## src/rtl/prbs_ber_controller_pkg.sv

```systemverilog
// Shared types and constants for the PRBS7 BER measurement controller.
package prbs_ber_controller_pkg;

  typedef enum logic [2:0] {
    ST_IDLE    = 3'd0,
    ST_FLUSH   = 3'd1,
    ST_SYNC    = 3'd2,
    ST_MEASURE = 3'd3,
    ST_DONE    = 3'd4
  } state_t;

  localparam int PRBS_WORD_BITS = 64;
  localparam int ERR_CNT_W      = 7;
  // A 64-bit word cannot carry more than 64 bit errors.
  localparam int MAX_WORD_ERR   = PRBS_WORD_BITS;

  function automatic logic [ERR_CNT_W-1:0] clamp_err(input logic [ERR_CNT_W-1:0] raw);
    if (raw > ERR_CNT_W'(MAX_WORD_ERR)) return ERR_CNT_W'(MAX_WORD_ERR);
    return raw;
  endfunction

endpackage

```

## src/rtl/prbs_ber_controller_accumulator.sv

```systemverilog
// Per-word error accumulation: word count, saturating error total, worst word.
module ber_accumulator
  import prbs_ber_controller_pkg::*;
#(
  parameter int CNT_W = 48
) (
  input  logic                 clk,
  input  logic                 reset_n,
  input  logic                 clear,
  input  logic                 enable,
  input  logic [ERR_CNT_W-1:0] err_in,
  output logic [ERR_CNT_W-1:0] err_clamped,
  output logic [CNT_W-1:0]     word_count,
  output logic [CNT_W-1:0]     err_total,
  output logic [ERR_CNT_W-1:0] max_err_word
);

  logic [CNT_W-1:0]     word_count_q, word_count_d;
  logic [CNT_W-1:0]     err_total_q, err_total_d;
  logic [ERR_CNT_W-1:0] max_err_q, max_err_d;
  logic [CNT_W:0]       sum;

  always_comb begin
    err_clamped  = clamp_err(err_in);
    sum          = {1'b0, err_total_q} + (CNT_W+1)'(err_clamped);
    word_count_d = word_count_q;
    err_total_d  = err_total_q;
    max_err_d    = max_err_q;
    if (clear) begin
      word_count_d = '0;
      err_total_d  = '0;
      max_err_d    = '0;
    end else if (enable) begin
      word_count_d = word_count_q + CNT_W'(1);
      // Carry out of the sum means the total has run past all-ones.
      err_total_d  = sum[CNT_W] ? '1 : sum[CNT_W-1:0];
      if (err_clamped > max_err_q) max_err_d = err_clamped;
    end
  end

  always_ff @(posedge clk or negedge reset_n) begin
    if (!reset_n) begin
      word_count_q <= '0;
      err_total_q  <= '0;
      max_err_q    <= '0;
    end else begin
      word_count_q <= word_count_d;
      err_total_q  <= err_total_d;
      max_err_q    <= max_err_d;
    end
  end

  assign word_count   = word_count_q;
  assign err_total    = err_total_q;
  assign max_err_word = max_err_q;

endmodule

```

## src/rtl/prbs_ber_controller.sv

```systemverilog
// Sequences a PRBS7 checker through flush, lock search and a windowed BER measurement.
module prbs_ber_controller
  import prbs_ber_controller_pkg::*;
#(
  parameter int FLUSH_CYCLES = 8,
  parameter int LOCK_WORDS   = 16,
  parameter int LOSS_THRESH  = 32,
  parameter int LOSS_WORDS   = 4,
  parameter int SYNC_TIMEOUT = 4096,
  parameter int CNT_W        = 48
) (
  input  logic                 clk,
  input  logic                 reset_n,
  input  logic                 start,
  input  logic                 stop,
  input  logic [31:0]          window_words,
  input  logic [ERR_CNT_W-1:0] err_count_in,
  output logic                 chk_reset,
  output logic                 busy,
  output logic                 locked,
  output logic                 done,
  output logic                 sync_fail,
  output logic [CNT_W-1:0]     word_count,
  output logic [CNT_W-1:0]     err_total,
  output logic [ERR_CNT_W-1:0] max_err_word,
  output logic [7:0]           lock_loss_count,
  output logic [2:0]           state
);

  localparam int FLUSH_W = $clog2(FLUSH_CYCLES + 1);
  localparam int LOCK_W  = $clog2(LOCK_WORDS + 1);
  localparam int LOSS_W  = $clog2(LOSS_WORDS + 1);
  localparam int TO_W    = $clog2(SYNC_TIMEOUT + 1);
  localparam int CMP_W   = (CNT_W > 32) ? CNT_W : 32;

  state_t               state_q, state_d;
  logic [FLUSH_W-1:0]   flush_cnt_q, flush_cnt_d;
  logic [LOCK_W-1:0]    zero_run_q, zero_run_d;
  logic [LOSS_W-1:0]    bad_run_q, bad_run_d;
  logic [TO_W-1:0]      timeout_q, timeout_d;
  logic [31:0]          window_q, window_d;
  logic [7:0]           lock_loss_q, lock_loss_d;
  logic                 sync_fail_q, sync_fail_d;
  logic                 chk_reset_q, chk_reset_d;
  logic                 done_q, done_d;
  logic                 busy_q, busy_d;
  logic                 locked_q, locked_d;
  logic                 acc_clear, acc_enable, window_hit, bad_word;
  logic [ERR_CNT_W-1:0] err_clamped;
  logic [CNT_W-1:0]     word_inc;

  ber_accumulator #(.CNT_W(CNT_W)) u_acc (
    .clk          (clk),
    .reset_n      (reset_n),
    .clear        (acc_clear),
    .enable       (acc_enable),
    .err_in       (err_count_in),
    .err_clamped  (err_clamped),
    .word_count   (word_count),
    .err_total    (err_total),
    .max_err_word (max_err_word)
  );

  assign word_inc   = word_count + CNT_W'(1);
  assign window_hit = (window_q != '0) && (CMP_W'(word_inc) == CMP_W'(window_q));
  assign bad_word   = 32'(err_clamped) >= LOSS_THRESH;

  always_comb begin
    state_d     = state_q;
    flush_cnt_d = flush_cnt_q;
    zero_run_d  = zero_run_q;
    bad_run_d   = bad_run_q;
    timeout_d   = timeout_q;
    window_d    = window_q;
    lock_loss_d = lock_loss_q;
    sync_fail_d = sync_fail_q;
    acc_clear   = 1'b0;
    acc_enable  = 1'b0;
    case (state_q)
      ST_IDLE, ST_DONE: begin
        if (start && !stop) begin
          state_d     = ST_FLUSH;
          flush_cnt_d = '0;
          acc_clear   = 1'b1;
          lock_loss_d = '0;
          sync_fail_d = 1'b0;
          window_d    = window_words;
        end
      end
      ST_FLUSH: begin
        zero_run_d = '0;
        bad_run_d  = '0;
        timeout_d  = '0;
        if (stop) state_d = ST_DONE;
        else if (flush_cnt_q == FLUSH_W'(FLUSH_CYCLES - 1)) state_d = ST_SYNC;
        else flush_cnt_d = flush_cnt_q + FLUSH_W'(1);
      end
      ST_SYNC: begin
        bad_run_d  = '0;
        zero_run_d = (err_count_in == '0) ? zero_run_q + LOCK_W'(1) : '0;
        timeout_d  = timeout_q + TO_W'(1);
        if (stop) state_d = ST_DONE;
        else if (zero_run_d == LOCK_W'(LOCK_WORDS)) state_d = ST_MEASURE;
        else if (timeout_d == TO_W'(SYNC_TIMEOUT)) begin
          state_d     = ST_DONE;
          sync_fail_d = 1'b1;
        end
      end
      ST_MEASURE: begin
        // The word in this cycle is counted whatever the transition taken.
        acc_enable = 1'b1;
        bad_run_d  = bad_word ? bad_run_q + LOSS_W'(1) : '0;
        if (stop || window_hit) state_d = ST_DONE;
        else if (bad_run_d == LOSS_W'(LOSS_WORDS)) begin
          state_d     = ST_FLUSH;
          flush_cnt_d = '0;
          if (lock_loss_q != 8'hFF) lock_loss_d = lock_loss_q + 8'd1;
        end
      end
      default: state_d = ST_IDLE;
    endcase
    chk_reset_d = (state_d == ST_FLUSH) && (state_q != ST_FLUSH);
    done_d      = (state_d == ST_DONE) && (state_q != ST_DONE);
    busy_d      = (state_d == ST_FLUSH) || (state_d == ST_SYNC) || (state_d == ST_MEASURE);
    locked_d    = (state_d == ST_MEASURE);
  end

  always_ff @(posedge clk or negedge reset_n) begin
    if (!reset_n) begin
      state_q     <= ST_IDLE;
      flush_cnt_q <= '0;
      zero_run_q  <= '0;
      bad_run_q   <= '0;
      timeout_q   <= '0;
      window_q    <= '0;
      lock_loss_q <= '0;
      sync_fail_q <= 1'b0;
      chk_reset_q <= 1'b0;
      done_q      <= 1'b0;
      busy_q      <= 1'b0;
      locked_q    <= 1'b0;
    end else begin
      state_q     <= state_d;
      flush_cnt_q <= flush_cnt_d;
      zero_run_q  <= zero_run_d;
      bad_run_q   <= bad_run_d;
      timeout_q   <= timeout_d;
      window_q    <= window_d;
      lock_loss_q <= lock_loss_d;
      sync_fail_q <= sync_fail_d;
      chk_reset_q <= chk_reset_d;
      done_q      <= done_d;
      busy_q      <= busy_d;
      locked_q    <= locked_d;
    end
  end

  assign state           = state_q;
  assign chk_reset       = chk_reset_q;
  assign done            = done_q;
  assign busy            = busy_q;
  assign locked          = locked_q;
  assign sync_fail       = sync_fail_q;
  assign lock_loss_count = lock_loss_q;

endmodule

```

## config.mk

```make
export PLATFORM = sky130hd
export DESIGN_NAME = prbs_ber_controller
export DESIGN_NICKNAME = d
export VERILOG_FILES = /design/src/rtl/prbs_ber_controller_pkg.sv /design/src/rtl/prbs_ber_controller_accumulator.sv /design/src/rtl/prbs_ber_controller.sv
export SDC_FILE = /design/constraint.sdc
export NUM_CORES = 1
export LEC_CHECK = 0
export ABC_AREA = 1
export ABC_CLOCK_PERIOD_IN_PS = 3140
export CORE_MARGIN = 5
export CORE_UTILIZATION = 25
export CTS_CLUSTER_SIZE = 25
export DETAILED_ROUTE_END_ITERATION = 10
export HOLD_SLACK_MARGIN = 0.03
export PLACE_DENSITY = 0.39
export SLEW_MARGIN = 20
export SYNTH_ARGS = -nofsm -noshare
export SYNTH_HDL_FRONTEND = slang
export SYNTH_SLANG_ARGS = --single-unit
```

## constraint.sdc

```tcl
create_clock -name clk -period 3.14 [get_ports clk]
set_clock_uncertainty 0.1 [all_clocks]
set_input_delay 0.628 -clock clk [delete_from_list [all_inputs] [get_ports clk]]
set_output_delay 0.628 -clock clk [all_outputs]
set_load 0.02 [all_outputs]
```

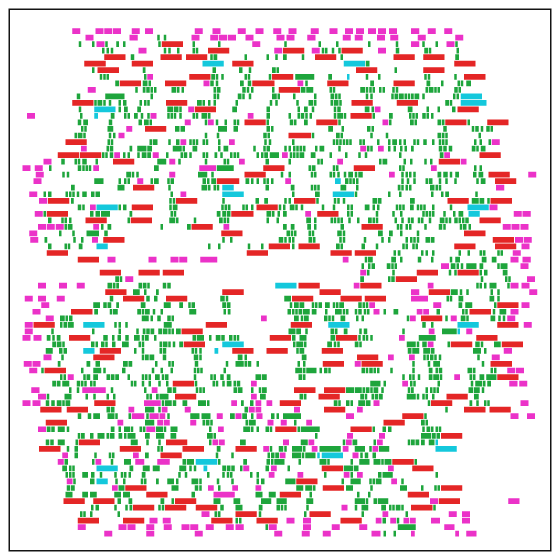
Fig. 1. Cells colored by class (run 1).
clock drivers and dummy loads -> cyan  # cells 31, share of their area 3.8%
remaining buffers and delay cells -> magenta  # cells 293, share of their area 18%
combinational and other logic -> green  # cells 1481, share of their area 48%
sequential cells -> red  # cells 176, share of their area 30%
core area: 45600 µm²
final design utilization: 34.3%
FP Rows: 78

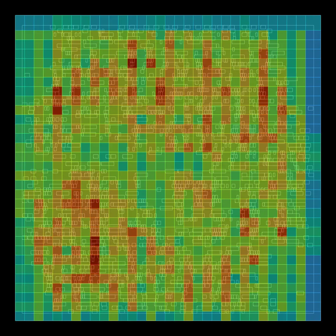
Fig. 2. Track usage over the die (run 1).
GRT Util Overall: 18.0%
met1 usage: 25.5%
met3 usage: 4.05%
wire length per cell: 17.4 µm

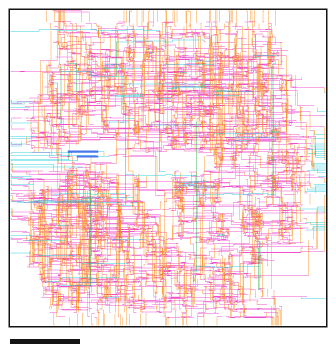
Fig. 3. Routed metal, one color a layer (run 1).
Scale bar: 50 µm.
metal 4 -> green  # wire length 710 µm
metal 1 -> magenta  # wire length 22.3 mm
metal 3 -> cyan  # wire length 2330 µm
metal 5 -> blue  # wire length 34.0 µm
metal 2 -> orange  # wire length 19600 µm
via count: 12055
Post-Route WL: 44900 µm

==> Changelog: implementation, run 1 <==
## Flow update

- Status: complete, no violations
- Gr busiest metal: met2
- Yosys adder share: 2.34%
- # fillers: 4993
- Most common cell in the netlist: nand2_1
- Met2 WL post-DR: 19600 µm
- Worst reg2reg path depth: 20
- DPL Wire Length: 33900 µm
- Comb power: 0.000720 W
- Post-place instance area: about 15000 µm²
- Final min period: just over 3 ns
- Hold slack: 0.0284 ns
- Sw frac: 28.4%
- Ys cells: 1696
- Crit Path Category: input pin to flop
- Post-synth EDFFs: 0
- Placed insts: 2537
- Log Warnings: 28
- Basic Gates by Area: 36.0%
- RSZ-0062 raised after global routing: yes
- CP max stage delay: ~0.34 ns
- Reg area: 4410 µm²
- Synthesized area: 11600 µm²
- Final cell count without fillers: 2581
- Flop2flop setup slack: 0.23 ns
- Io pins: 162
- Post-synth area from yosys stat: between 10000 and 15000 µm²
- Clk root buf: clkbuf_16
- Clk network pwr share: 40.5%
- Comb_multi_in: 1269
- # hold bufs at CTS: 0
- Hold WC Path Type: input pin to asynchronous set/reset pin
- Drt drc: 0
- Inverters: 212
- Ys flops: roughly 180
- Setup crit end kind: flop
- Mean Syn Cell Area: 6.82 µm²
- Cell internal pwr: roughly 0.0038 W
- Setup violators final: 0
- Layout clock area frac: 3.59%
- CP Max Fanout: 5
- Die H: 225 µm
- Worst vdd ir: 0.301 mV
- Starting density of the core: between 20 and 30%
- Vias in the first global route: 12108
- Dominant logic cell types in the final layout: nand2_1, inv_1, nor2_1, dfrtp_1, clkdlybuf4s50_1
- Combinational share of cell area: 40.9%
- Diode count: 0
- Clock Path Buffers: 2
- Ratio of cells with drive above 1 in the final layout: 12.7%
- Max-slew violation count: 0
- Crit path cell chain: buf_6 -> nor4_4 -> nand3_1 -> nand2_1 -> inv_2 -> nor2_4 -> ha_4 -> inv_2 -> fa_2 -> inv_2 -> a31oi_4 -> inv_2 -> nand2_2 -> nand2_2 -> nand2_4 -> nor2_4 -> nand2_4 -> nor2_4 -> inv_2 -> nor2_4 -> buf_6 -> clkbuf_16 -> o21ai_1 -> o21ai_1
- Nature of the critical path startpoint: input pin
- Total power: between 0.005 and 0.006 W
Fig. 4: run 1, register map, names as in the netlist
Scale bar: 50 µm. Other sequential cells in the stronger gray, the rest of the logic in the fainter gray.
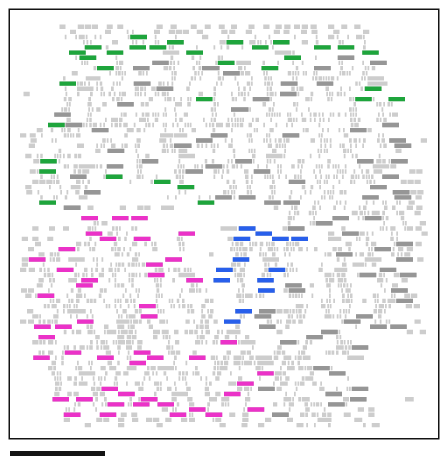

==> run 2, diff against run 1 <==
--- a/config.mk
+++ b/config.mk
@@ -7,7 +7,6 @@
 export LEC_CHECK = 0
 export ABC_AREA = 1
 export ABC_CLOCK_PERIOD_IN_PS = 3140
-export CORE_MARGIN = 5
 export CORE_UTILIZATION = 25
 export CTS_CLUSTER_SIZE = 25
 export DETAILED_ROUTE_END_ITERATION = 10
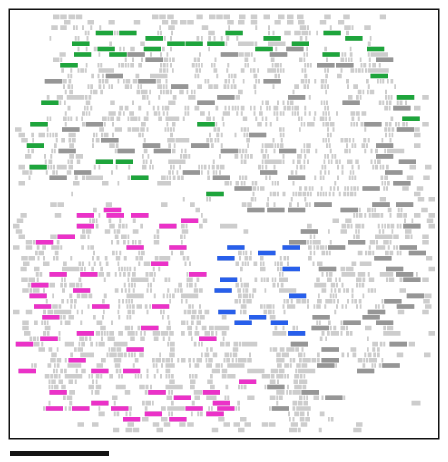
Fig. 5. Register map, names as in the netlist (run 2).
Scale bar: 50 µm. Other sequential cells in the stronger gray, the rest of the logic in the fainter gray.
u_acc.err_total -> magenta  # placed flops 48
window_q -> green  # placed flops 32
timeout_q -> blue  # placed flops 13
not colored = 83
sequential cell area share: 27.7%
Reg area: 4410 µm²
sequential logic power: 0.00247 W

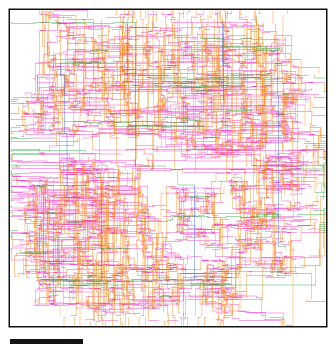
Fig. 6. Routed metal, one color a layer (run 2).
Scale bar: 50 µm.
metal 1 -> magenta  # wire length 22.4 mm
metal 2 -> orange  # wire length 19700 µm
metal 4 -> blue  # wire length 612 µm
metal 3 -> green  # wire length 2170 µm
via count: 12105
wire length per cell: 17.3 µm

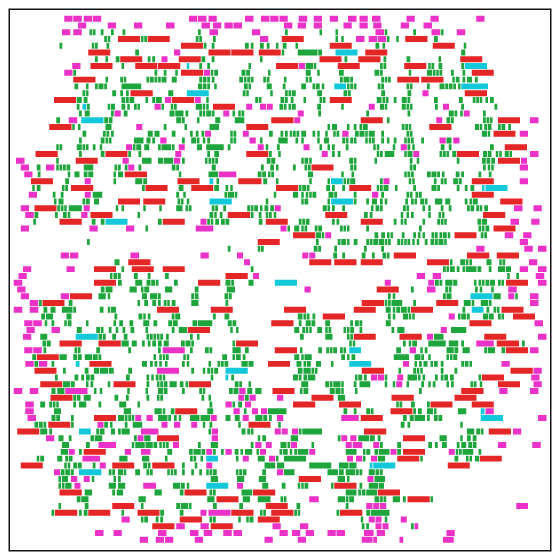
Fig. 7. Cells colored by class (run 2).
clock drivers and dummy loads -> cyan  # cells 32, share of their area 3.8%
remaining buffers and delay cells -> magenta  # cells 306, share of their area 19%
sequential cells -> red  # cells 176, share of their area 29%
combinational and other logic -> green  # cells 1481, share of their area 48%
final design utilization: 34.9%
design area: 15900 µm²
core area: 45500 µm²

==> Changelog: implementation, run 2 <==
## Flow update

- Yosys adder share: 2.34%
- Vias in the first global route: 11994
- Post-synth EDFFs: 0
- Sink Count: 176
- Max Cap Viol: 0
- Sw frac: 28.6%
- Final cell count without fillers: 2595
- Slew HR: a little over half
- Combinational share of cell area: 40.8%
- Non-clk bufs: a little over 300
- Synthesized area: 11600 µm²
- CP Max Fanout: 8
- Die H: 217 µm
- Met1 usage: 27.5%
- Post-synth area from yosys stat: 11600 µm²
- Dominant logic cell types in the final layout: nand2_1, inv_1, nor2_1, dfrtp_1, clkdlybuf4s50_1
- Gr busiest metal: met2
- Crit path cell chain: clkdlybuf4s50_1 -> nand2_1 -> inv_2 -> buf_6 -> nor2_2 -> ha_1 -> buf_4 -> nand2_1 -> nor2_1 -> nand2_2 -> nand2_2 -> nand2_4 -> nor2_4 -> nand2_4 -> nor2_4 -> inv_2 -> nor2_4 -> buf_12 -> clkbuf_16 -> nor3_2 -> o22ai_1
- Final #Nets: 2046
- Ys flops: 176
- CP max stage delay: 0.51 ns
- Comb_multi_in: between 1000 and 1500
- Total power: roughly 0.0054 W
- Flop2flop setup slack: 0.24 ns
- Diode count: 0
- # fillers: 4967
- FP Rows: 78
- YS warnings: 0
- DPL Wire Length: 33700 µm
- Met2 Use GR: 29.4%
- Worst vdd ir: 0.303 mV
- Post-Route WL: around 45000 µm
- Worst reg2reg path depth: 19
- Most common cell in the netlist: nand2_1
- Final min period: 3.07 ns
- Mean Syn Cell Area: slightly below 7 µm²
- Seq/Total Area, Yosys: 38.1%
- Clock Path Buffers: 2
- Clk network pwr share: 40.9%
- Synth top cells by count: nand2_1, inv_1, nor2_1, dfrtp_1, o21ai_0
- Comb power: 0.000729 W
- Ratio of cells with drive above 1 in the final layout: 13.7%
- Setup violators final: 0
- CTS tree: done
- LEAKAGE: about 7.1 nW
- Clk pwr: 0.00222 W
- CP delay by family, top: buffers and inverters
- Total die size: 47100 µm²
- Log Warnings: 27
- Status: complete, no violations
- Cell internal pwr: ~0.0039 W
- Inverters: ~210
- Post-place instance area: 14900 µm²
- NonClk Buf Share: approximately 18%
- Io pins: 162
- Critical Path RT: around 3.5 ns
- Max-slew violation count: 0
- Crit Path Category: input pin to flop
- Clk root buf: clkbuf_16
- Antenna Nets Post-Route: 0
- Basic Gates by Area: about 36%
- Mux frac, synth: 0%
- Hold slack: 0.0469 ns
- # hold bufs at CTS: 0
- Worst setup path start: err_count_in[6]
- Met2 WL post-DR: 19700 µm
- Nature of the critical path startpoint: input pin
- Starting density of the core: 25.4%
- Unique cell types: between 40 and 50
- Hold WC Path Type: input pin to asynchronous set/reset pin
- GRT Util Overall: 19.5%
- Setup crit end kind: flop
- Placed insts: 2547
- Drt drc: 0
- Met3 usage: 4.32%
- Layout clock area frac: 3.61%
- Clkbuf count: 27
- Ys cells: about 1700
- Fin. Hold Viols: 0
==> run 3, diff against run 2 <==
--- a/config.mk
+++ b/config.mk
@@ -10,6 +10,7 @@
 export CORE_UTILIZATION = 25
 export CTS_CLUSTER_SIZE = 25
 export DETAILED_ROUTE_END_ITERATION = 10
+export GPL_ROUTABILITY_DRIVEN = 0
 export HOLD_SLACK_MARGIN = 0.03
 export PLACE_DENSITY = 0.39
 export SLEW_MARGIN = 20
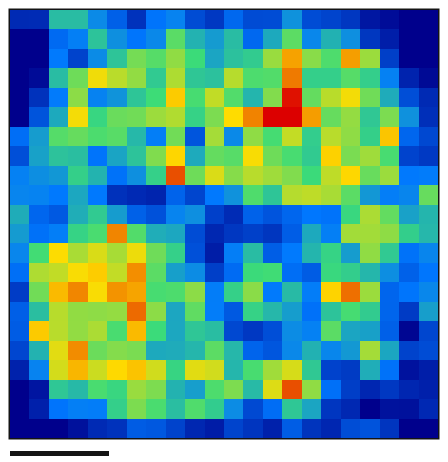
Fig. 8. Wire density map (run 3).
Scale bar: 50 µm. The die is cut into 22 by 22 equal tiles; dark blue is low, red is high, scaled to the fullest tile. Values are wire area over tile area, all layers added.
emptiest ninth of the die = lower right
tiles over half the peak = 35%
fullest tile = 0.38
nearly empty tiles = 4.5%
GRT Util Overall: 19.5%
Post-Route WL: 44900 µm

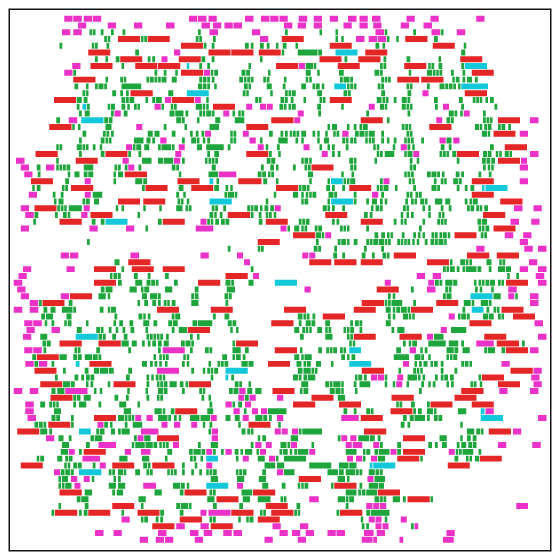
Fig. 9. Cells colored by class (run 3).
sequential cells -> red  # cells 176, share of their area 29%
combinational and other logic -> green  # cells 1481, share of their area 48%
clock drivers and dummy loads -> cyan  # cells 32, share of their area 3.8%
remaining buffers and delay cells -> magenta  # cells 306, share of their area 19%

==> Changelog: implementation, run 3 <==
## Flow update

- Crit Path Category: input pin to flop
- Setup violators final: 0
- Via count: 12105
- Clkbuf count: 27
- Dominant logic cell types in the final layout: nand2_1, inv_1, nor2_1, dfrtp_1, clkdlybuf4s50_1
- Ys cells: 1696
- Status: complete, no violations
- Hold WC Path Type: input pin to asynchronous set/reset pin
- Mux frac, synth: 0%
- Clock Path Buffers: 2
- Post-synth area from yosys stat: 11600 µm²
- Unique cell types: 48
- CTS tree: done
- Critical Path RT: 3.45 ns
- Sequential cell area share: ~28%
- Crit path DAT: 3.38 ns
- Combinational share of cell area: 40.8%
- FP Rows: 78
- Worst vdd ir: 0.303 mV
- # hold bufs at CTS: 0
- Placed insts: about 2500
- Max Cap Viol: 0
- Wire length per cell: 17.3 µm
- CP max stage delay: 0.51 ns
- LEAKAGE: 7.07 nW
- Worst reg2reg path depth: 19
- Met2 WL post-DR: 19700 µm
- CP delay by family, top: buffers and inverters
- Max-slew violation count: 0
- CP Max Fanout: 8
- Hold slack: roughly 0.047 ns
- Clk network pwr share: 40.9%
- Synth top cells by count: nand2_1, inv_1, nor2_1, dfrtp_1, o21ai_0
- NonClk Buf Share: about 18%
- Layout clock area frac: 3.61%
- Clk pwr: 0.00222 W
- Design area: about 16000 µm²
- Reg area: 4410 µm²
- Final min period: 3.07 ns
- Most common cell in the netlist: nand2_1
- Comb_multi_in: 1269
- # fillers: 4967
- Cell internal pwr: 0.00387 W
- YS warnings: 0
- Vias in the first global route: 11994
- Seq/Total Area, Yosys: 38.1%
- Met2 Use GR: 29.4%
- Worst setup path start: err_count_in[6]
- Antenna Nets Post-Route: 0
- Comb power: 0.000729 W
- Crit path cell chain: clkdlybuf4s50_1 -> nand2_1 -> inv_2 -> buf_6 -> nor2_2 -> ha_1 -> buf_4 -> nand2_1 -> nor2_1 -> nand2_2 -> nand2_2 -> nand2_4 -> nor2_4 -> nand2_4 -> nor2_4 -> inv_2 -> nor2_4 -> buf_12 -> clkbuf_16 -> nor3_2 -> o22ai_1
- Total die size: 47100 µm²
- Sink Count: approximately 180
- Xor/xnor share: 4.33%
- Setup crit end kind: flop
- Final #Nets: 2046
- Io pins: roughly 160
- Fin. Hold Viols: 0
- Drt drc: 0
- Ratio of cells with drive above 1 in the final layout: a little over an eighth
- Core area: 45500 µm²
- Sw frac: 28.6%
- Final design utilization: 34.9%
- Diode count: 0
- Log Warnings: 27
- Post-place instance area: 14900 µm²
- Total power: 0.00543 W
- Mean Syn Cell Area: 6.82 µm²
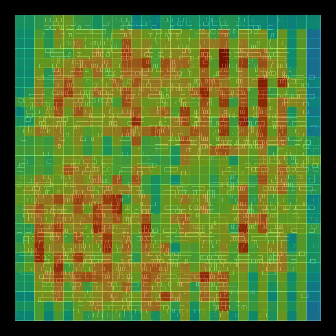
Fig. 10. Track usage over the die (run 3).
met1 usage: 27.5%
met3 usage: 4.32%
gr busiest metal: met2

Power is estimated from default activity; no workload was simulated.
